### Ports around the boundary, run 1

Drawn at 3 px/um. Pins as bars across the die edge, other pins in grey.
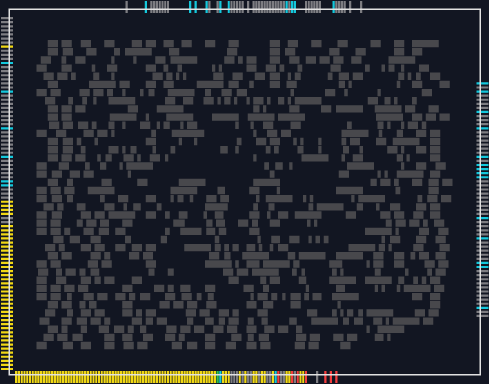
### Placed standard cells, run 1

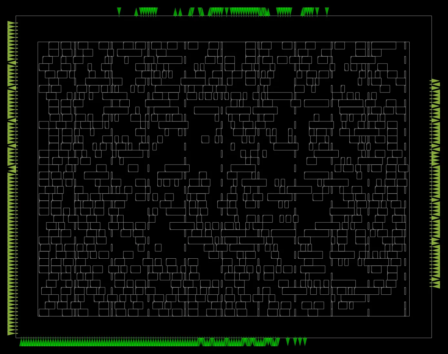
### Routed metal, one colour a layer, run 1

Drawn at 2 px/um. Two of the layers only.
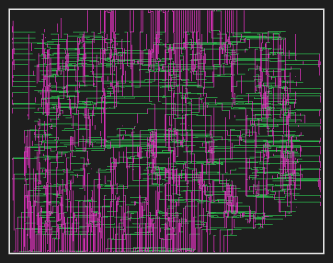
==> src/rtl/maxnet_pkg.sv <==
// Shared types, defaults and helpers for the Maxnet winner detector.
// State encodings are plain constants so older tools can consume them.
package maxnet_pkg;

  localparam int DEF_N_CH     = 4;
  localparam int DEF_DATA_W   = 32;
  localparam int DEF_LABEL_W  = 32;
  localparam int DEF_MAX_ITER = 64;

  typedef logic [1:0] state_t;

  localparam state_t ST_IDLE = 2'd0;
  localparam state_t ST_RUN  = 2'd1;
  localparam state_t ST_DONE = 2'd2;

  // Zero test ignores the MSB (sign), so -0 counts as zero.
  function automatic logic is_zero(input logic [63:0] w, input int w_bits);
    logic [63:0] mask;
    mask = (64'd1 << (w_bits - 1)) - 64'd1;
    return (w & mask) == 64'd0;
  endfunction

endpackage

==> src/rtl/maxnet_nz_scan.sv <==
// Combinational scan of one activation sample: zero flags,
// exactly-one / none summaries, highest nonzero index and its label.
module maxnet_nz_scan
  import maxnet_pkg::*;
#(
  parameter int N_CH    = DEF_N_CH,
  parameter int DATA_W  = DEF_DATA_W,
  parameter int LABEL_W = DEF_LABEL_W
) (
  input  logic [N_CH*DATA_W-1:0]  x,
  input  logic [N_CH*LABEL_W-1:0] a,
  output logic                    nz_one,
  output logic                    nz_none,
  output logic [$clog2(N_CH)-1:0] hi_idx,
  output logic [LABEL_W-1:0]      hi_label
);

  localparam int IDX_W = $clog2(N_CH);

  logic [N_CH-1:0] zero;
  logic            seen;
  logic            multi;

  always_comb begin
    for (int k = 0; k < N_CH; k++) begin
      zero[k] = is_zero(64'(x[k*DATA_W +: DATA_W]), DATA_W);
    end
  end

  // Ascending scan leaves the highest nonzero channel in hi_idx.
  always_comb begin
    seen     = 1'b0;
    multi    = 1'b0;
    hi_idx   = '0;
    hi_label = '0;
    for (int k = 0; k < N_CH; k++) begin
      if (!zero[k]) begin
        if (seen) multi = 1'b1;
        seen     = 1'b1;
        hi_idx   = IDX_W'(k);
        hi_label = a[k*LABEL_W +: LABEL_W];
      end
    end
    nz_none = !seen;
    nz_one  = seen && !multi;
  end

endmodule

==> src/rtl/maxnet_winner_detect.sv <==
// Maxnet termination detector: tracks iterations and reports
// winner / collapse / timeout with the last candidate channel.
module maxnet_winner_detect
  import maxnet_pkg::*;
#(
  parameter int N_CH     = DEF_N_CH,
  parameter int DATA_W   = DEF_DATA_W,
  parameter int LABEL_W  = DEF_LABEL_W,
  parameter int MAX_ITER = DEF_MAX_ITER
) (
  input  logic                           clk,
  input  logic                           rst_n,
  input  logic                           start,
  input  logic                           in_valid,
  input  logic [N_CH*DATA_W-1:0]         x,
  input  logic [N_CH*LABEL_W-1:0]        a,
  output logic                           busy,
  output logic                           done,
  output logic                           winner_valid,
  output logic                           no_winner,
  output logic                           timeout,
  output logic [$clog2(N_CH)-1:0]        winner_idx,
  output logic [LABEL_W-1:0]             winner_label,
  output logic [$clog2(MAX_ITER+1)-1:0]  iter_count
);

  localparam int IDX_W  = $clog2(N_CH);
  localparam int ITER_W = $clog2(MAX_ITER + 1);
  localparam logic [ITER_W-1:0] LAST_ITER = ITER_W'(MAX_ITER - 1);

  state_t               state_q, state_d;
  logic [ITER_W-1:0]    iter_q, iter_d;
  logic                 win_q, win_d;
  logic                 none_q, none_d;
  logic                 tmo_q, tmo_d;
  logic [IDX_W-1:0]     idx_q, idx_d;
  logic [LABEL_W-1:0]   label_q, label_d;

  logic                 nz_one;
  logic                 nz_none;
  logic [IDX_W-1:0]     hi_idx;
  logic [LABEL_W-1:0]   hi_label;

  maxnet_nz_scan #(
    .N_CH    (N_CH),
    .DATA_W  (DATA_W),
    .LABEL_W (LABEL_W)
  ) u_scan (
    .x        (x),
    .a        (a),
    .nz_one   (nz_one),
    .nz_none  (nz_none),
    .hi_idx   (hi_idx),
    .hi_label (hi_label)
  );

  always_comb begin
    state_d = state_q;
    iter_d  = iter_q;
    win_d   = win_q;
    none_d  = none_q;
    tmo_d   = tmo_q;
    idx_d   = idx_q;
    label_d = label_q;
    unique case (1'b1)
      (state_q == ST_IDLE): begin
        if (start) begin
          state_d = ST_RUN;
          iter_d  = '0;
          win_d   = 1'b0;
          none_d  = 1'b0;
          tmo_d   = 1'b0;
        end
      end
      (state_q == ST_RUN): begin
        if (in_valid) begin
          iter_d = iter_q + ITER_W'(1);
          // A collapse keeps the candidate from the previous sample.
          if (!nz_none) begin
            idx_d   = hi_idx;
            label_d = hi_label;
          end
          if (nz_one) begin
            win_d   = 1'b1;
            state_d = ST_DONE;
          end else if (nz_none) begin
            none_d  = 1'b1;
            state_d = ST_DONE;
          end else if (iter_q == LAST_ITER) begin
            tmo_d   = 1'b1;
            state_d = ST_DONE;
          end
        end
      end
      (state_q == ST_DONE): begin
        state_d = ST_IDLE;
      end
      default: begin
        state_d = ST_IDLE;
      end
    endcase
  end

  always_ff @(posedge clk or negedge rst_n) begin
    if (!rst_n) begin
      state_q <= ST_IDLE;
      iter_q  <= '0;
      win_q   <= 1'b0;
      none_q  <= 1'b0;
      tmo_q   <= 1'b0;
      idx_q   <= '0;
      label_q <= '0;
    end else begin
      state_q <= state_d;
      iter_q  <= iter_d;
      win_q   <= win_d;
      none_q  <= none_d;
      tmo_q   <= tmo_d;
      idx_q   <= idx_d;
      label_q <= label_d;
    end
  end

  assign busy         = (state_q == ST_RUN);
  assign done         = (state_q == ST_DONE);
  assign winner_valid = win_q;
  assign no_winner    = none_q;
  assign timeout      = tmo_q;
  assign winner_idx   = idx_q;
  assign winner_label = label_q;
  assign iter_count   = iter_q;

endmodule

==> config.mk <==
export PLATFORM = sky130hd
export DESIGN_NAME = maxnet_winner_detect
export DESIGN_NICKNAME = d
export VERILOG_FILES = /design/src/rtl/maxnet_pkg.sv /design/src/rtl/maxnet_nz_scan.sv /design/src/rtl/maxnet_winner_detect.sv
export SDC_FILE = /design/constraint.sdc
export NUM_CORES = 1
export LEC_CHECK = 0
export ABC_AREA = 0
export ABC_CLOCK_PERIOD_IN_PS = 3400
export CELL_PAD_IN_SITES_DETAIL_PLACEMENT = 1
export CELL_PAD_IN_SITES_GLOBAL_PLACEMENT = 1
export CORE_ASPECT_RATIO = 0.75
export CORE_MARGIN = 8
export CORE_UTILIZATION = 19
export DETAILED_ROUTE_END_ITERATION = 16
export GPL_TIMING_DRIVEN = 0
export PLACE_DENSITY_LB_ADDON = 0.1
export SLEW_MARGIN = 20
export SYNTH_ARGS = -nofsm -noshare
export SYNTH_HDL_FRONTEND = slang
export SYNTH_SLANG_ARGS = --single-unit
export TNS_END_PERCENT = 50
==> constraint.sdc <==
create_clock -name clk -period 3.4 [get_ports clk]
set_clock_uncertainty 0.05 [all_clocks]
set_input_delay 0.85 -clock clk [delete_from_list [all_inputs] [get_ports clk]]
set_output_delay 0.85 -clock clk [all_outputs]
set_load 0.02 [all_outputs]
==> results.ini, run 1 <==
[run]
log.warning_count = 30
maxCapViolCount = 0

[grt]
grt_pass1_wl_um = 28190

[final_timing]
fin_ws_ns = 0.2080
setup_viol_count_final = 0
min_period_ns = 3.192

[power_and_ir_drop]
peakVddDrop_v = 0.0001470
clockPowerShare_pct = 30.4
p_seq_share_pct = 35.0

[floorplan]
io_pins = 306
initial_core_util_pct = 19.46

[cells_and_area]
synthToLayoutAreaGrowth_pct = 123.7

[synth]
ys_warn_count = 0
ff_type = dfrtp_1
area_leaders = dfrtp_1 41%, a221o_1 11%, a31oi_1 7.6%
yosysTopAreaCell = dfrtp_1
syn_inst = 333

[routing]
vias_per_cell = 4.758
drt-pass1-iter-count = 6
num_vias = 4011
route.detailed.drc = 0

[run_status]
status = completed

[worst_setup_path]
slowest_stage = a41oi_1
crit_type = in2reg

[place]
dp.final_hpwl_um = 16030

About 'Ports around the boundary':
legend:
  cyan:
    port: winner_label
    pins: 32
    direction: output
    edge: 14 east, 10 north, 6 west, 2 south
  red:
    port: iter_count
    pins: 7
    direction: output
    edge: south
  green:
    port: winner_valid
    pins: 1
    direction: output
    edge: south
  yellow:
    port: x
    pins: 128
    direction: input
    edge: 87 south, 41 west
all pins by edge: 110 south, 87 west, 58 east, 51 north
chip height: 121.4 um
port buffer count: 301
Die W: 156.5 um

About 'Placed standard cells':
fillcell total: 1711
fraction of area in registers: 18.29%
Finished Core Util: 43.53%
CORE AREA: 0.01445 mm2
FP Rows: 38

About 'Routed metal, one colour a layer':
legend:
  magenta:
    layer: M2
    wire_length: 9130 um
  green:
    layer: M1
    wire_length: 7320 um

## run 1: per-stage QoR
step,total power [W],setup TNS (ns)
after floorplan,0.0008572,0
after global placement,0.001339,-16.62
after detailed placement,0.001358,-11.34
after CTS,0.001966,0
after global routing,0.002034,0
final,0.001929,0
## run 1: power by group through the flow
stage | clock network [W] | registers (W) | logic (W)
global route | 0.000635 | 0.000684 | 0.000715
global placement | 0 | 0.000678 | 0.000661
CTS | 0.000615 | 0.000674 | 0.000677
finish | 0.000587 | 0.000675 | 0.000667
floorplan | 0 | 0.000753 | 0.000104
detailed placement | 0 | 0.000683 | 0.000676
## run 1: area by class of cell
type	count	area, um2	share of cell area (%)
flip-flops and latches	46	1151	18.29
inverters	1	3.754	0.05965
plain buffers	24	105.1	1.670
multi-input cells	261	1588	25.23
well taps	200	250.2	3.977
repair buffers	303	3025	48.08
clock inverters	3	43.79	0.6960
clock buffers	5	125.1	1.988
## run 1: path summary, 6_finish.rpt
path	slack, ns	from	depth (start not counted)	endpoint
max reg2reg	0.86	state_q[0]	6	winner_label[21]
max	0.21	x[48]	8	winner_label[21]
min in group asynchronous	0.52	rst_n	1	iter_count[0]
min reg2reg	0.45	state_q[1]	1	state_q[0]
max in group asynchronous	2.33	rst_n	1	winner_label[2]
min	0.45	state_q[1]	1	state_q[0]
## run 1: per-layer routing
metal  track usage (%)  routed length [um]  vias to the layer above
met5                 0                   0                        -
met4             4.072                 201                        0
met3             9.324                2065                       10
met2             33.86                9126                      166
met1             21.06                7324                     1922
li1                  -                   -                     1913
## run 1: cell usage in the layout, fill, tap and decap left out, drive strengths merged, types with 27 or more instances in the layout
cell           count
nand2             37
o21ai             36
dfrtp             46
clkbuf            27
nor2              46
a31oi             34
a221o             32
nor4              30
clkdlybuf4s50    300
## run 1: sequential cells by signal (all words and copies together), names as in the netlist
name          count
state_q           2
timeout           1
winner_idx        2
winner_valid      1
iter_count        7
winner_label     32
no_winner         1
## run 1: timing repair
action	in CTS	in global routing
hold endpoints to repair	0	0
gates resized	1	15
endpoints found under the setup margin	30	31
pin swaps	0	3
cloned	0	0
hold buffers	0	0
buffers inserted	0	2
## run 1: kinds of logic after synthesis
logic type | count (synthesis) | synth area share [%]
XOR/XNOR | 5 | 1.557
AND/OR/NAND/NOR | 142 | 24.82
AND-OR/OR-AND | 113 | 28.60
flip-flops | 46 | 40.93
adder cells (fa/ha/maj) | 1 | 0.4448
buffers and inverters | 26 | 3.648
## Run 2: what changed since run 1
--- a/config.mk
+++ b/config.mk
@@ -7,6 +7,7 @@
 export LEC_CHECK = 0
 export ABC_AREA = 0
 export ABC_CLOCK_PERIOD_IN_PS = 3400
+export CAP_MARGIN = 20
 export CELL_PAD_IN_SITES_DETAIL_PLACEMENT = 1
 export CELL_PAD_IN_SITES_GLOBAL_PLACEMENT = 1
 export CORE_ASPECT_RATIO = 0.75
### Met2 routing, run 2

Drawn at 2 px/um.
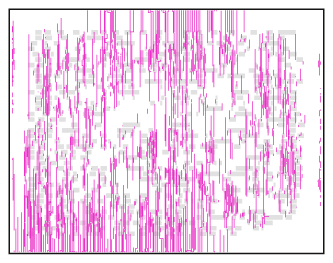
wire length on this layer: 9130 um
nets with wire on the layer: 773
share of all routed wire: 49%

==> results.ini, run 2 <==
[run_status]
status = completed

[cells_and_area]
largest_reg_flops = 32  ; unchanged
final_common_cell = clkdlybuf4s50_1
synthToLayoutAreaGrowth_pct = 123.7  ; unchanged
final_cell_mix = 300 x clkdlybuf4s50_1, 46 x dfrtp_1, 44 x nor2_1, 37 x nand2_1, 36 x o21ai_0
postLayoutCoreUtil_pct = 43.53  ; unchanged

[routing]
vias_per_cell = 4.758  ; unchanged
route.detailed.drc = 0  ; unchanged
num_vias = 4011  ; unchanged
drt-pass1-iter-count = 6  ; unchanged

[final_timing]
setup-tns-final_ns = 0  ; unchanged
setup_viol_count_final = 0  ; unchanged
min_period_ns = 3.192  ; unchanged
rsz0062_at_grt = false

[floorplan]
chipWidth_um = 156.5  ; unchanged
core_area_mm2 = 0.01445  ; unchanged
placementRows = 38  ; unchanged
initial_core_util_pct = 19.46  ; unchanged
io_pins = 306  ; unchanged
die_h_um = 121.4  ; unchanged

[grt]
grt_pass1_wl_um = 28190  ; unchanged

[synth]
postSynthSeqShare_pct = 40.93
top_cells_by_count = 46 x dfrtp_1, 46 x nor2_1, 37 x nand2_1, 36 x o21ai_0, 34 x a31oi_1
syn_inst = 333  ; unchanged
ys_warn_count = 0  ; unchanged
area_leaders = dfrtp_1 41%, a221o_1 11%, a31oi_1 7.6%
yosysChipArea_mm2 = 0.002813
yosysTopAreaCell = dfrtp_1

[worst_setup_path]
startpoint = x[48]
endpoint = winner_label[21]
crit_type = in2reg
reg2regPathDepth = 6  ; unchanged
rr_endpoint = winner_label[21]
r2r_slack_ns = 0.86  ; about the same
rr_startpoint = state_q[0]

[power_and_ir_drop]
clockPowerShare_pct = 30.4  ; about the same
p_seq_share_pct = 35.0  ; about the same

[run]
maxCapViolCount = 0  ; unchanged
log.warning_count = 30  ; unchanged

[place]
port_buffers = 301  ; unchanged
dp.final_hpwl_um = 16030  ; unchanged

### A small window of the routed layout, run 2

Window x 58 to 98, y 41 to 81 um. Cells in grey, sequential cells in the stronger grey; small squares are vias.
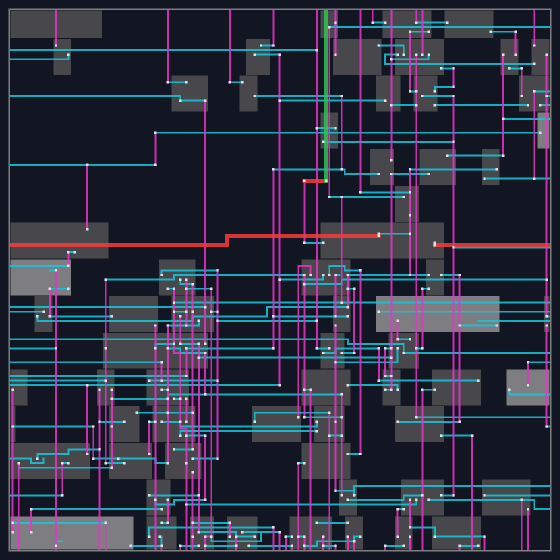
legend:
  green:
    layer: M4
  red:
    layer: M3
  cyan:
    layer: M1
  magenta:
    layer: M2
cells with their middle in the window: 59
most frequent: clkdlybuf4s50_1 (11), clkbuf_1 (7), nor2_1 (5)
netlist names of flops here include: winner_label (1), winner_valid (1)
sequential cells in the window: 2

## run 2: area by class of cell
class                   instances  area (um2)
fillers                      1711        8162
multi-input cells             261        1588
plain buffers                  24       105.1
flip-flops and latches         46        1151
well taps                     200       250.2
inverters                       1       3.754
repair buffers                303        3025
clock inverters                 3       43.79
clock buffers                   5       125.1
## run 2: kinds of logic after synthesis
group	count (synthesis)	share of synthesized area, %
flip-flops	46	40.93
adder cells (fa/ha/maj)	1	0.4448
buffers and inverters	26	3.648
XOR/XNOR	5	1.557
AND/OR/NAND/NOR	142	24.82
AND-OR/OR-AND	113	28.60
## run 2: worst max-delay path, stage by stage
cell	delay, ns
clkdlybuf4s50_1	0.46
nor3_1	0.05
and4_1	0.26
and2_1	0.22
a41oi_1	0.50
clkbuf_2	0.35
clkbuf_1	0.43
a31oi_1	0.16
## run 2: worst min path at each step
| stage | cells past startpoint | start | endpoint | slack, ns |
|---|---|---|---|---|
| floorplan | 1 | state_q[1] | state_q[0] | 0.39 |
| global placement | 1 | state_q[1] | state_q[0] | 0.41 |
| detailed placement | 1 | state_q[1] | state_q[0] | 0.43 |
| CTS | 1 | state_q[1] | state_q[0] | 0.44 |
| global route | 1 | state_q[1] | state_q[0] | 0.49 |
| finish | 1 | state_q[1] | state_q[0] | 0.45 |
## run 2: stage by stage
stage               worst slack (ns)  total power, W
floorplan                     0.8597       0.0008572
global placement             -0.4050        0.001339
detailed placement           -0.3997        0.001358
CTS                          0.02849        0.001966
global route                0.003817        0.002034
finish                        0.2080        0.001929
## run 2: metal layers
layer	routed length, um	global-route usage (%)	up-vias
li1	-	-	1913
met1	7324	21.06	1922
met2	9126	33.86	166
met3	2065	9.324	10
met4	201	4.072	0
met5	0	0	-
## run 2: repair_timing
item                       in CTS  in global routing
pin swaps                       0                  3
setup endpoints to repair      30                 31
hold buffers                    0                  0
buffers inserted                0                  2
gates resized                   1                 15
## run 2: power by group through the flow
stage | registers (W) | clock network (W) | logic (W)
3_5_place_dp | 0.000683 | 0 | 0.000676
5_1_grt | 0.000684 | 0.000635 | 0.000715
2_1_floorplan | 0.000753 | 0 | 0.000104
3_3_place_gp | 0.000678 | 0 | 0.000661
4_1_cts | 0.000674 | 0.000615 | 0.000677
6_report | 0.000675 | 0.000587 | 0.000667
Power figures rest on the tool's default switching activity, not on a simulated workload.
